<file path="src/rtl/upc_pkg.sv">
// rtl/upc_pkg.sv - shared types, frame constants and parity helper for the UPC record transmitter
package upc_pkg;

  typedef enum logic [2:0] {IDLE, START, DATA, PARITY, STOP} tx_state_t;

  localparam int FRAME_BITS = 7;
  localparam int DATA_BITS  = 4;

  // Even parity: data plus parity always carries an even count of ones
  function automatic logic upc_parity(input logic u, input logic p, input logic c, input logic m);
    return u ^ p ^ c ^ m;
  endfunction

endpackage

</file>
<file path="src/rtl/upc_frame_tx_bit_timer.sv">
// rtl/upc_frame_tx_bit_timer.sv - per-bit cycle counter; expire marks the last cycle of each frame bit
module bit_timer #(
  parameter int CLKS_PER_BIT = 4
) (
  input  logic clk,
  input  logic reset_n,
  input  logic clear,
  output logic expire
);

  localparam int W = (CLKS_PER_BIT > 1) ? $clog2(CLKS_PER_BIT) : 1;

  logic [W-1:0] cnt;

  assign expire = (cnt == W'(CLKS_PER_BIT - 1));

  // Wrapping on expire is what clears the count at every bit boundary
  always_ff @(posedge clk) begin
    if (!reset_n) begin
      cnt <= '0;
    end else if (clear || expire) begin
      cnt <= '0;
    end else begin
      cnt <= cnt + 1'b1;
    end
  end

endmodule

</file>
<file path="src/rtl/upc_frame_tx.sv">
// rtl/upc_frame_tx.sv - serialises one {U,P,C,M} record per handshake as start, 4 data, even parity, stop
module upc_frame_tx
  import upc_pkg::*;
#(
  parameter int CLKS_PER_BIT = 4
) (
  input  logic       clk,
  input  logic       reset_n,
  input  logic       in_valid,
  output logic       in_ready,
  input  logic [2:0] upc,
  input  logic       mark,
  output logic       tx,
  output logic       busy,
  output logic       frame_done
);

  tx_state_t  state, state_nx;
  logic [3:0] shreg, shreg_nx;
  logic       par, par_nx;
  logic [1:0] idx, idx_nx;
  logic       tx_nx;
  logic       accept;
  logic       expire;

  assign in_ready   = (state == IDLE);
  assign accept     = in_valid && in_ready;
  assign frame_done = (state == STOP) && expire;

  bit_timer #(.CLKS_PER_BIT(CLKS_PER_BIT)) u_bit_timer (
    .clk    (clk),
    .reset_n(reset_n),
    .clear  (accept),
    .expire (expire)
  );

  always_comb begin
    state_nx = state;
    shreg_nx = shreg;
    par_nx   = par;
    idx_nx   = idx;
    tx_nx    = 1'b1;
    case (state)
      IDLE: begin
        if (accept) begin
          state_nx = START;
          shreg_nx = {upc, mark};
          par_nx   = upc_parity(upc[2], upc[1], upc[0], mark);
          idx_nx   = 2'd0;
        end
      end
      START:  if (expire) state_nx = DATA;
      DATA: begin
        if (expire) begin
          shreg_nx = {shreg[2:0], 1'b0};
          idx_nx   = idx + 2'd1;
          if (idx == 2'(DATA_BITS - 1)) state_nx = PARITY;
        end
      end
      PARITY: if (expire) state_nx = STOP;
      STOP:   if (expire) state_nx = IDLE;
      default: state_nx = IDLE;
    endcase
    // tx is registered from the upcoming state so the line changes on the bit edge itself
    case (state_nx)
      START:   tx_nx = 1'b0;
      DATA:    tx_nx = shreg_nx[3];
      PARITY:  tx_nx = par_nx;
      default: tx_nx = 1'b1;
    endcase
  end

  always_ff @(posedge clk) begin
    if (!reset_n) begin
      state <= IDLE;
      shreg <= '0;
      par   <= 1'b0;
      idx   <= '0;
      tx    <= 1'b1;
      busy  <= 1'b0;
    end else begin
      state <= state_nx;
      shreg <= shreg_nx;
      par   <= par_nx;
      idx   <= idx_nx;
      tx    <= tx_nx;
      busy  <= (state_nx != IDLE);
    end
  end

endmodule
</file>
<file path="config.mk">
export PLATFORM = sky130hd
export DESIGN_NAME = upc_frame_tx
export DESIGN_NICKNAME = d
export VERILOG_FILES = /design/src/rtl/upc_pkg.sv /design/src/rtl/upc_frame_tx_bit_timer.sv /design/src/rtl/upc_frame_tx.sv
export SDC_FILE = /design/constraint.sdc
export NUM_CORES = 1
export LEC_CHECK = 0
export CAP_MARGIN = 15
export CORE_UTILIZATION = 42
export CTS_CLUSTER_SIZE = 25
export DETAILED_ROUTE_END_ITERATION = 12
export GPL_TIMING_DRIVEN = 0
export HOLD_SLACK_MARGIN = 0.03
export SLEW_MARGIN = 10
export SYNTH_ARGS = -nofsm -noshare
export SYNTH_HDL_FRONTEND = slang
export SYNTH_SLANG_ARGS = --single-unit
export TNS_END_PERCENT = 50
</file>
<file path="constraint.sdc">
create_clock -name clk -period 4.2 [get_ports clk]
set_input_delay 0.84 -clock clk [delete_from_list [all_inputs] [get_ports clk]]
set_output_delay 0.84 -clock clk [all_outputs]
set_load 0.01 [all_outputs]
</file>
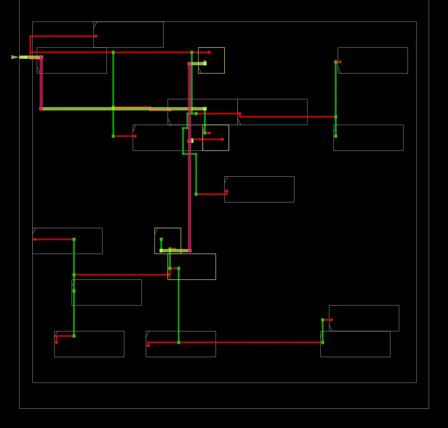
*Clock nets*
flip-flops: 14
clk pwr: 0.101 mW
clock sinks: 14
worst clock skew: 0.00800 ns

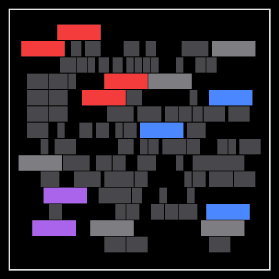
*Sequential cells coloured by netlist name*
Scale: 6 px per µm. Other sequential cells in the stronger grey, the rest of the logic in the fainter grey.
legend:
  red:
    signal: `shreg`
    placed_flops: 4
  blue:
    signal: `state`
    placed_flops: 3
  purple:
    signal: `u_bit_timer.cnt`
    placed_flops: 2

==> flow_metrics.py <==
# Metrics from the implementation run
metrics = {
    "outcome": {
        "status": "finished clean",
    },
    "final_timing": {
        "totalNegativeSetupSlack_ns": 0,
        "finalHoldViolCount": 0,
        "fmax_mhz": 378,
        "finalCritPeriodShare": 0.629,
        "worst_slew_pin_slew_ns": 0.604,
        "setup_viol": 0,
        "maxSlewViolCount": 0,
        "slew_headroom": 0.596,
        "fin_crit_ns": 2.64,
        "rsz0062_at_grt": "false",
    },
    "place": {
        "place_area_um2": 832,
        "hpwl_um": 1000,
        "globalplace.congestion": 0.754,
        "portBuffers": 10,
    },
    "logic_synthesis": {
        "top_area_cell": "dfxtp_1",
        "fp_nets": 87,
        "synth_flops": 14,
        "yosys_cells": 77,
        "ys_seq_frac": 0.394,
        "syn-instance-count": 77,
        "synth_area_per_cell_um2": 9.25,
        "synthesis.area_um2": 712,
        "synthTopCellsByArea": "dfxtp_1 (39%), ha_1 (5.3%), nor2_1 (4.7%)",
        "yosys-stat-area_um2": 712,
        "ys_warn_count": 0,
        "synth_top_area_share": 0.394,
        "synthDistinctLibCells": 33,
    },
    "critical_path": {
        "crit_path_start": "state[2]",
        "path_delay_family": "buffers and inverters",
        "crit_buf_inv": 2,
        "cpPeakStageDelay_ns": 0.57,
        "critPathMaxFanout": 10,
        "cp_cell_sequence": "buf_2 -> nor4bb_1 -> clkdlybuf4s50_1",
        "critical_path_arrival_ns": 1.80,
        "crit_type": "reg2out",
        "critPathCaptureType": "primary output",
        "crit_required_ns": 3.36,
        "cp-start-kind": "flop",
        "slowest_stage": "clkdlybuf4s50_1",
        "regToRegStartpoint": "state[2]",
    },
    "clock_tree": {
        "clock_latency_ns": 0.29,
        "cts_setup_buffers": 0,
        "cts_buffers": 3,
        "clockBufferDepth": 2,
        "cts_tree": "yes",
        "cts-resized-gates": 0,
        "postCtsHoldBufs": 0,
        "cts_max_level": 1,
        "path_clk_slew_ns": 0.10,
        "cts_root_buf": "clkbuf_4",
    },
    "final_layout": {
        "diodes": 0,
        "drive_gt1_frac": 0.110,
        "area_growth_pct": 22.0,
        "nets": 102,
        "fin_area_um2": 868,
    },
    "global_route": {
        "grt_pass1_wl_um": 2340,
        "grtUsageTotal": 0.164,
        "grt_max_degree": 11,
        "grt_pass1_vias": 536,
        "grt_overflow_total": 0,
        "antenna_found_initial": 0,
    },
    "detailed_routing": {
        "drtAntennaViolNets": 0,
        "dr.pass1.iters": 4,
        "drcViolationCount": 0,
        "wl_um": 1410,
        "drtIter0Drc": 8,
        "viasPerCell": 5.66,
        "routedWlPerCell_um": 13.2,
        "num_vias": 606,
    },
    "pwr": {
        "power.density_nw_per_um2": 338,
        "peakVddDrop_v": 0.000232,
        "p_leak_nw": 0.341,
    },
    "die": {
        "fp_util": 0.462,
        "die_x_um": 43.2,
        "dieArea_um2": 1860,
        "core-area_um2": 1540,
        "io-pin-count": 11,
        "die_h_um": 43.2,
        "fp-row-count": 14,
    },
    "hold_path": {
        "hold_start": "shreg[2]",
        "hp-class": "reg2reg",
    },
    "flow_run": {
        "tool_warnings": 27,
        "cap_violations": 0,
    },
}
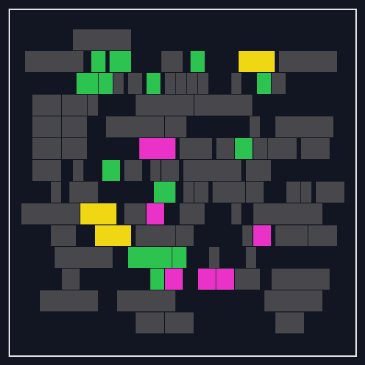
*Selected gate families*
Scale: 8 px per µm.
legend:
  magenta:
    family: and/or cells
    cells: 6
  yellow:
    family: fa/ha/maj cells
    cells: 3
  green:
    family: aoi and oai cells
    cells: 13

layout by cell type, fill, tap and decap left out, types with 2 or more instances in the layout:
| master | count |
|---|---|
| xnor2_1 | 2 |
| dfxtp_1 | 14 |
| nand2_1 | 7 |
| a21oi_1 | 6 |
| nor2_1 | 9 |
| nor4b_1 | 2 |
| clkdlybuf4s50_1 | 10 |
| a22oi_1 | 2 |
| clkbuf_4 | 3 |
| nand2b_1 | 2 |
| a31oi_1 | 2 |
| nand3_1 | 2 |
| nor2b_1 | 2 |
| and2_1 | 3 |
| ha_1 | 3 |
| buf_2 | 2 |
layer usage:
layer,global-route usage,part of all wire,up-vias
li1,-,-,305
met1,0.226,0.51,275
met2,0.251,0.42,21
met3,0.0255,0.050,5
met4,0.0727,0.018,0
met5,0,0,-
cells by family (layout without fill, tap and decap cells):
logic type	Yosys count	count (layout)	share of synthesized area
simple gates	37	37	0.320
compound gates	14	14	0.132
flops	14	14	0.394
buf+inv	4	18	0.0351
fa+ha+maj	3	3	0.0527
xor+xnor	3	3	0.0369
mux	2	2	0.0299
final timing paths:
path | end | slack [ns] | depth (start not counted)
min | shreg[2] | 0.47 | 2
max reg2reg | tx | 2.61 | 3
min reg2reg | shreg[2] | 0.47 | 2
max | frame_done | 1.56 | 3
layout make-up:
| class | count | area, µm² |
|---|---|---|
| sequential | 14 | 280 |
| multi-input combinational | 59 | 407 |
| tap | 16 | 20.0 |
| clock buffer | 4 | 36.3 |
| inverter | 1 | 3.75 |
| timing repair buffer | 10 | 100 |
| fill | 149 | 673 |
| buffer | 3 | 21.3 |
report_power, final:
group / leakage (nW) / internal, mW / switching (mW)
clock: 0.0210 / 0.0528 / 0.0482
sequential: 0.115 / 0.141 / 0.00437
combinational: 0.205 / 0.0255 / 0.0220
worst min-delay path: stages (launching register included):
cell and delay (ns):
dfxtp_1 0.33, nand2_1 0.05, a21oi_1 0.05
per-stage QoR:
step                hold WS (ns)  utilization  setup slack (ns)  power [mW]  instances
floorplan                  0.436            -              2.32       0.177         77
global placement           0.450        0.540              1.71       0.195        103
detailed placement         0.455        0.540              1.72       0.196        103
CTS                        0.468        0.563              1.56       0.294        107
global route               0.496        0.563              1.48       0.306        107
finish                     0.469        0.563              1.56       0.294        107
registers in the layout, summed over array words and instances (netlist names):
register,cells
idx,2
shreg,4
par,1
busy,1
tx,1
state,3
u_bit_timer.cnt,2
cell usage after synthesis, drive strengths merged:
cell / count
or2: 1
xor2: 1
a22oi: 2
xnor2: 2
clkinv: 1
nor4bb: 1
a31oi: 2
buf: 3
and2: 3
nor3: 1
nand4: 1
mux2i: 1
nand3: 2
nor2: 9
nand4b: 1
nand4bb: 1
o221ai: 1
nor4b: 3
o21ai: 1
and3: 1
a21oi: 6
o31a: 1
mux2: 1
nand2: 7
nand2b: 2
and4bb: 1
ha: 3
nor4: 1
nor2b: 2
dfxtp: 14
o31ai: 1
Power and IR drop assume default switching activity.
